Run 1, power grid:
Pins as bars on the die edge. Tap cells in gray.
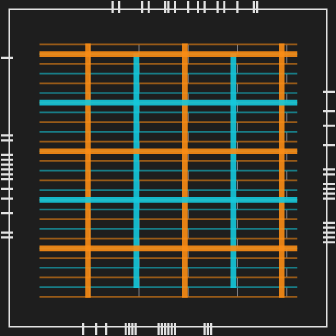
Run 1, placed cells, one color a class:
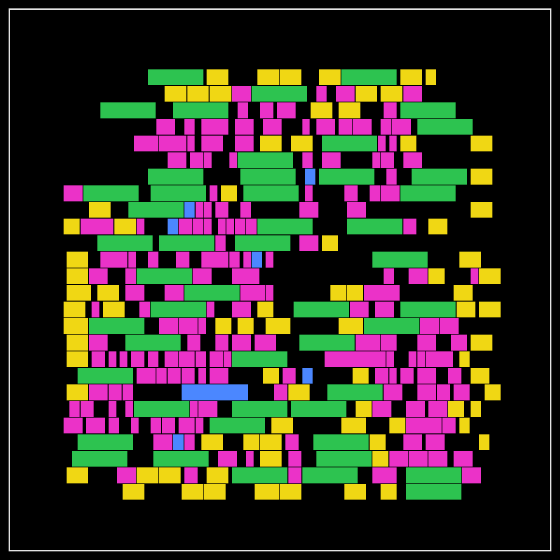
Run 1, routed clock nets over the placement:
Scale bar: 20 um.
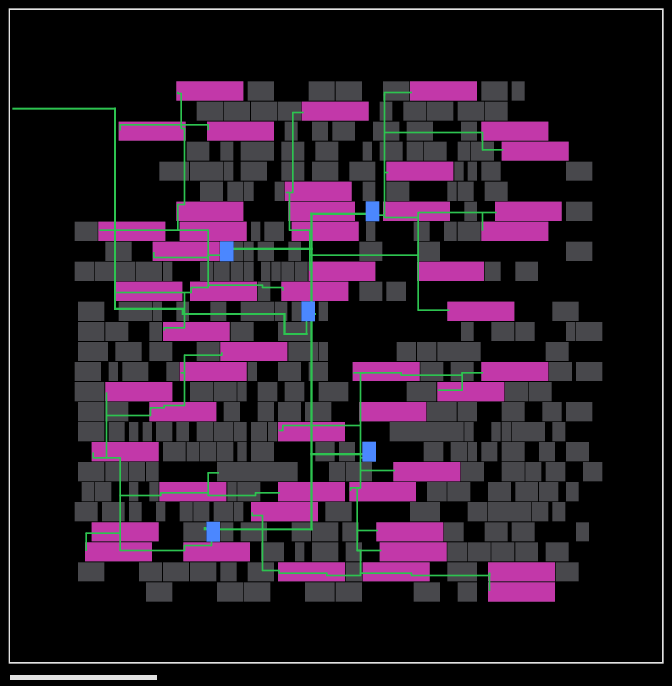
==> config.mk <==
export PLATFORM = sky130hd
export DESIGN_NAME = pipe_hazard_ctrl_flat
export DESIGN_NICKNAME = d
export VERILOG_FILES = /design/src/rtl/pipe_hazard_ctrl_if.sv /design/src/rtl/pipe_hazard_ctrl.sv /design/src/flat_wrapper.sv
export SDC_FILE = /design/constraint.sdc
export NUM_CORES = 1
export LEC_CHECK = 0
export CORE_MARGIN = 8
export CORE_UTILIZATION = 46
export CTS_BUF_LIST = sky130_fd_sc_hd__clkbuf_2
export DETAILED_ROUTE_END_ITERATION = 16
export GPL_TIMING_DRIVEN = 1
export HOLD_SLACK_MARGIN = 0.1
export PLACE_DENSITY = 0.78
export SLEW_MARGIN = 30
export SYNTH_ARGS = -nofsm -noshare
export SYNTH_HDL_FRONTEND = slang
export SYNTH_SLANG_ARGS = --single-unit
export TNS_END_PERCENT = 30
==> constraint.sdc <==
create_clock -name CLOCK -period 2.7 [get_ports CLOCK]
set_input_delay 0.675 -clock CLOCK [delete_from_list [all_inputs] [get_ports CLOCK]]
set_output_delay 0.675 -clock CLOCK [all_outputs]
set_load 0.02 [all_outputs]
==> flow_metrics.py, run 1 <==
# Physical implementation metrics
metrics = {
    "grt": {
        "overflow": 0,
        "grt_util_met1_pct": 18.78,
        "top_usage_layer": "met2",
        "grt_pass1_wl_um": 9604,
        "groute.layer.met3.usage_pct": 4.828,
    },
    "clocking": {
        "cts_htree_levels": 2,
        "clk_pin_slew_ns": 0.24,
        "number_of_buffers_added_by_the_clock_tree_synthesis_step": 5,
        "ctsRootBufferMaster": "sky130_fd_sc_hd__clkbuf_2",
    },
    "synth": {
        "synth_chip_area_um2": 2420,
        "yosysWarnings": 0,
        "number_of_flip_flops_and_latches_in_the_synthesized_netlist": 49,
        "netlist_top_cells_area": "sky130_fd_sc_hd__dfrtp_1 51%, sky130_fd_sc_hd__xnor2_1 13%, sky130_fd_sc_hd__xor2_1 4.7%, sky130_fd_sc_hd__nand2_1 3.1%, sky130_fd_sc_hd__nand4_1 3.1%",
        "synthTopCellsByCount": "49 x sky130_fd_sc_hd__dfrtp_1, 37 x sky130_fd_sc_hd__xnor2_1, 20 x sky130_fd_sc_hd__nand2_1, 14 x sky130_fd_sc_hd__nand3_1, 13 x sky130_fd_sc_hd__xor2_1",
    },
    "worst_setup_path": {
        "crit_path_start_kind": "input pin",
        "crit_path_cell_trace": "buf_6 > or4_4 > o21a_1 > and2_4 > a32oi_4 > a21bo_2 > inv_2 > buf_6",
        "criticalPathCategory": "in -> out",
        "data_arrival_time_at_the_worst_slack_endpoint_ns": 2.17,
        "endpoint_kind": "output pin",
        "rr_worst_depth": 6,
    },
    "flow_run": {
        "maxCapViolations": 0,
    },
    "pwr": {
        "switchingPower_uw": 631.5,
        "p_per_area_nw_per_um2": 570.6,
        "power.combinational.fraction_pct": 31.4,
    },
    "run_status": {
        "outcome": "complete, but fails checks",
        "failed_checks": "setup timing",
    },
    "final_timing": {
        "grt_setup_unrepaired": "true",
        "postLayoutSetupSlackWorst_ns": -0.1438,
        "finalSetupViolCount": 3,
        "final_max_slew_viol_count": 0,
    },
    "routing": {
        "drt_first_pass_iters": 4,
        "routed-via-count": 1913,
        "sum_of_met2_wire_segment_lengths_after_detailed_routing_um": 2862,
    },
    "finish": {
        "area_growth_pct": 36.76,
        "flop_area_um2": 1226,
    },
    "floorplanning": {
        "die_area_um2": 7838,
    },
    "placed_design": {
        "place_congestion": 0.7943,
        "worst_slack_after_detailed_placement_ns": -0.8906,
    },
    "hold_path": {
        "min_path_type": "in -> async",
    },
}
Back to the opening pictures, 'power grid':
Key: VSS = orange; VDD = cyan
5 straps on met4. 27 met1 rails follow the rows. 70 tap cells.
floorplan die height: 88.53 um
placeable core area: 5107 um^2
maximum resistive drop on vdd: 0.3774 mV
Die Width: 88.53 um

Back to the opening pictures, 'placed cells, one color a class':
Key: remaining buffers and delay cells = yellow [cells 80, share of their area 23%]; remaining logic cells = magenta [cells 171, share of their area 37%]; clock drivers and dummy loads = blue [cells 7, share of their area 1.9%]; registers = green [cells 49, share of their area 38%]
post-route standard cell area excluding fillers: 3309 um^2
sequential share of cell area: 37.05%

Back to the opening pictures, 'routed clock nets over the placement':
Key: flip-flops = magenta [count 49]; clock wires = green [length 598 um]; clock-net drivers = blue [count 5]
There are 6 routed clock nets.
Clock Power: 380 uW
clock share of power: 20.1%
source-to-sink clock delay at the later pin of the worst-skew pair: 0.42 ns
skew final: 0.01242 ns

-- run 1: what timing repair did --
item,CTS,global route
setup endpoints to repair,4,3
gates cloned,0,0
setup buffers,0,1
resized,54,2
pin swaps,10,6
hold buffers,0,0
-- run 1: layout make-up --
class	instances	area share, %
inverter	7	0.7940
tap	70	2.647
multi-input combinational	164	35.69
clock buffer	5	0.7561
sequential	49	37.05
clock inverter	2	1.059
timing repair buffer	80	22.00
-- run 1: kinds of logic after synthesis --
| family | share of synthesized area [%] |
|---|---|
| simple gates | 20.68 |
| xor+xnor | 18.10 |
| flops | 50.67 |
| compound gates | 5.533 |
| buf+inv | 1.862 |
| fa+ha+maj | 2.068 |
| mux | 1.086 |
-- run 1: power groups by stage --
stage          logic, mW  registers (mW)  clock network [mW]
5_1_grt            0.646           0.930               0.421
3_5_place_dp       0.596           0.927                   0
4_1_cts            0.598           0.914               0.392
6_report           0.594           0.914               0.380
3_3_place_gp       0.577           0.926                   0
2_1_floorplan      0.275           0.971                   0
-- run 1: critical path, delay by kind of cell --
family,cells,cell delay [ns]
buffers and inverters,3,0.25
AND-OR/OR-AND,3,0.57
AND/OR/NAND/NOR,2,0.67
-- run 1: metrics by stage --
stage / setup TNS (ns) / utilization (%) / power [mW] / std cells
6_report: -0.3565 / 64.80 / 1.889 / 377
3_5_place_dp: -6.389 / 63.28 / 1.523 / 369
2_1_floorplan: -0.1653 / - / 1.246 / 222
5_1_grt: -0.4817 / 64.80 / 1.997 / 377
4_1_cts: -0.3958 / 64.38 / 1.904 / 376
3_3_place_gp: -5.640 / 63.28 / 1.503 / 369
==> inputs of run 2 (changes only) <==
--- a/config.mk
+++ b/config.mk
@@ -12,7 +12,6 @@
 export GPL_TIMING_DRIVEN = 1
 export HOLD_SLACK_MARGIN = 0.1
 export PLACE_DENSITY = 0.78
-export SLEW_MARGIN = 30
 export SYNTH_ARGS = -nofsm -noshare
 export SYNTH_HDL_FRONTEND = slang
 export SYNTH_SLANG_ARGS = --single-unit
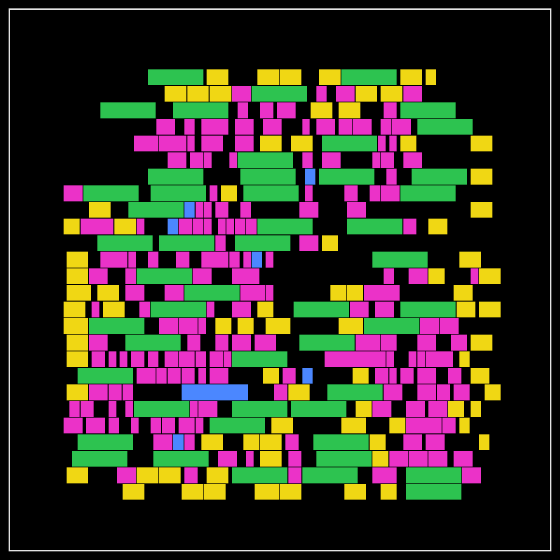
Run 2: placed cells, one color a class
Key: registers = green [cells 49, share of their area 38%]; remaining logic cells = magenta [cells 171, share of their area 37%]; clock drivers and dummy loads = blue [cells 7, share of their area 1.9%]; remaining buffers and delay cells = yellow [cells 80, share of their area 23%]
row count: 26
final core utilization: 64.80%

==> run 2 against run 1 <==
Compared with the run above:
- the run still ends with setup timing left
- critical path depth stayed put
- critical path type unchanged
- sequential power hardly changed
- register-to-register slack hardly changed
- global-route usage stayed put
- utilization stayed put
- die size stayed put
- clock power hardly changed
- largest cell class unchanged
- cell area stayed put
- fmax stayed put
- largest power group unchanged
- synthesized cell count stayed put
- count of clock-buffer cells in the layout stayed put
- wire length stayed put
==> flow_metrics.py, run 2 <==
# Physical implementation metrics
metrics = {
    "run_status": {
        "outcome": "complete, but fails checks",
        "failed_checks": "setup timing",
    },
    "grt": {
        "grt_max_degree": 17,
        "overflow": 0,
        "grt_pass1_wl_um": 9604,
    },
    "worst_setup_path": {
        "timing.critical_path.depth": 8,
        "timing.critical_path.max_delay_family": "simple AND/OR/NAND/NOR gates",
        "rr_worst_depth": 6,
        "endpoint_kind": "output pin",
        "data_arrival_time_at_the_worst_slack_endpoint_ns": 2.17,
        "worst-path-buf-inv": 3,
        "crit_path_start_kind": "input pin",
        "reg2reg_setup_slack_ns": 0.52,
        "critical-path-max-stage-delay_ns": 0.53,
        "criticalPathCategory": "in -> out",
        "crit_top_cell": "sky130_fd_sc_hd__buf_6",
        "worstPathRequired_ns": 2.03,
        "crit_path_cell_trace": "buf_6 > or4_4 > o21a_1 > and2_4 > a32oi_4 > a21bo_2 > inv_2 > buf_6",
    },
    "finish": {
        "insertedDiodeCount": 0,
        "fillers": 441,
        "drive_above_1_share_pct": 17.59,
        "layout_top_cell": "sky130_fd_sc_hd__dfrtp_1",
        "area_growth_pct": 36.76,
    },
    "hold_path": {
        "min_path_type": "in -> async",
    },
    "placed_design": {
        "dp.final_hpwl_um": 4474,
        "place_congestion": 0.7943,
        "io_buffer_count": 59,
    },
    "clocking": {
        "clk_pin_slew_ns": 0.24,
        "clock-sinks": 49,
        "ctsRootBufferMaster": "sky130_fd_sc_hd__clkbuf_2",
        "number_of_buffers_added_by_the_clock_tree_synthesis_step": 5,
        "cts_htree_levels": 2,
        "cts.path.max_buffers": 2,
        "insertion_delay_ns": 0.42,
    },
    "synth": {
        "synth_chip_area_um2": 2420,
        "netlist_top_cells_area": "sky130_fd_sc_hd__dfrtp_1 51%, sky130_fd_sc_hd__xnor2_1 13%, sky130_fd_sc_hd__xor2_1 4.7%, sky130_fd_sc_hd__nand2_1 3.1%, sky130_fd_sc_hd__nand4_1 3.1%",
        "library_cell_with_the_highest_instance_count_after_synthesis": "sky130_fd_sc_hd__dfrtp_1",
        "number_of_flip_flops_and_latches_in_the_synthesized_netlist": 49,
        "netlist.top_cell.by_area": "sky130_fd_sc_hd__dfrtp_1",
        "yosysCellCount": 222,
        "async_flop_share_pct": 100.0,
        "flop_cell": "sky130_fd_sc_hd__dfrtp_1",
        "netlist_area_um2": 2420,
        "enable_flop_cells": 0,
        "synthesis.nets": 248,
        "synthTopCellsByCount": "49 x sky130_fd_sc_hd__dfrtp_1, 37 x sky130_fd_sc_hd__xnor2_1, 20 x sky130_fd_sc_hd__nand2_1, 14 x sky130_fd_sc_hd__nand3_1, 13 x sky130_fd_sc_hd__xor2_1",
        "synth.top_cell.area_share_pct": 50.67,
        "yosysWarnings": 0,
    },
    "final_timing": {
        "hold_violations": 0,
        "finalSetupViolCount": 3,
        "worst_pin_slew_ns": 0.5404,
        "grt_setup_unrepaired": "true",
        "final_max_slew_viol_count": 0,
        "postLayoutSetupSlackWorst_ns": -0.1438,
        "fin_skew_ns": 0.01242,
        "fin_worst_hold_slack_ns": 0.2131,
        "setup_tns_ns": -0.3565,
    },
    "pwr": {
        "max-vdd-ir-drop_mv": 0.3774,
        "fin_total_pwr_mw": 1.889,
        "p_per_area_nw_per_um2": 570.6,
    },
    "routing": {
        "drt-vias-per-instance": 5.074,
        "detail_route.drc_violations": 0,
        "routed_wl_um": 5789,
        "drt_first_pass_iters": 4,
        "ant_nets": 0,
        "routed-via-count": 1913,
    },
    "flow_run": {
        "stage_log_warnings": 30,
        "maxCapViolations": 0,
    },
    "floorplanning": {
        "top_level_ports": 60,
        "die_area_um2": 7838,
        "die_height_um": 88.53,
        "core_area_um2": 5107,
        "chipWidth_um": 88.53,
    },
}
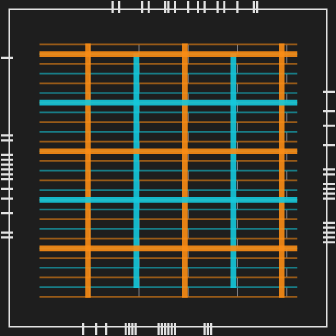
Run 2: power grid
Pins as bars on the die edge. Tap cells in gray.
Key: VDD = cyan; VSS = orange
The core has 26 rows. 5 straps on met5. 5 straps on met4. 27 met1 rails follow the rows. 70 tap cells.

## run 2: per-layer routing
layer	global-route usage, %	wire [um]
met1	18.78	2540
met2	26.68	2862
met3	4.828	316
met4	4.608	70
met5	0	0
## run 2: logic make-up (layout without fill, tap and decap cells)
logic type	after synthesis	count (layout)	synth area share, %
simple gates	92	92	20.68
xor+xnor	50	50	18.10
flops	49	49	50.67
compound gates	16	16	5.533
buf+inv	9	94	1.862
fa+ha+maj	4	4	2.068
mux	2	2	1.086
## run 2: final cells by class
class	instances	area, um^2	area share [%]
inverter	7	26.28	0.7940
clock inverter	2	35.03	1.059
sequential	49	1226	37.05
tap	70	87.58	2.647
timing repair buffer	80	728.2	22.00
multi-input combinational	164	1181	35.69
clock buffer	5	25.02	0.7561
## run 2: through the flow
stage                     util (%)  worst slack [ns]  area (um^2)  instances
after floorplan                  -           -0.1093         2431        222
after detailed placement     63.28           -0.8906         3232        369
after CTS                    64.38           -0.1602         3288        376
final                        64.80           -0.1438         3309        377
after global routing         64.80           -0.1846         3309        377
after global placement       63.28           -0.8648         3232        369
## run 2: timing repair
action                                  CTS  global route
resized                                  54             2
endpoints found under the hold margin     0             0
buffers inserted                          0             1
endpoints found under the setup margin    4             3
pin swaps                                10             6
hold buffers                              0             0
## run 2: power by group
| group | internal, mW | leakage, nW | switching, mW |
|---|---|---|---|
| clock network | 0.150 | 0.0388 | 0.230 |
| registers | 0.823 | 0.639 | 0.0917 |
| logic | 0.284 | 0.747 | 0.310 |
Power and IR drop assume default switching activity.
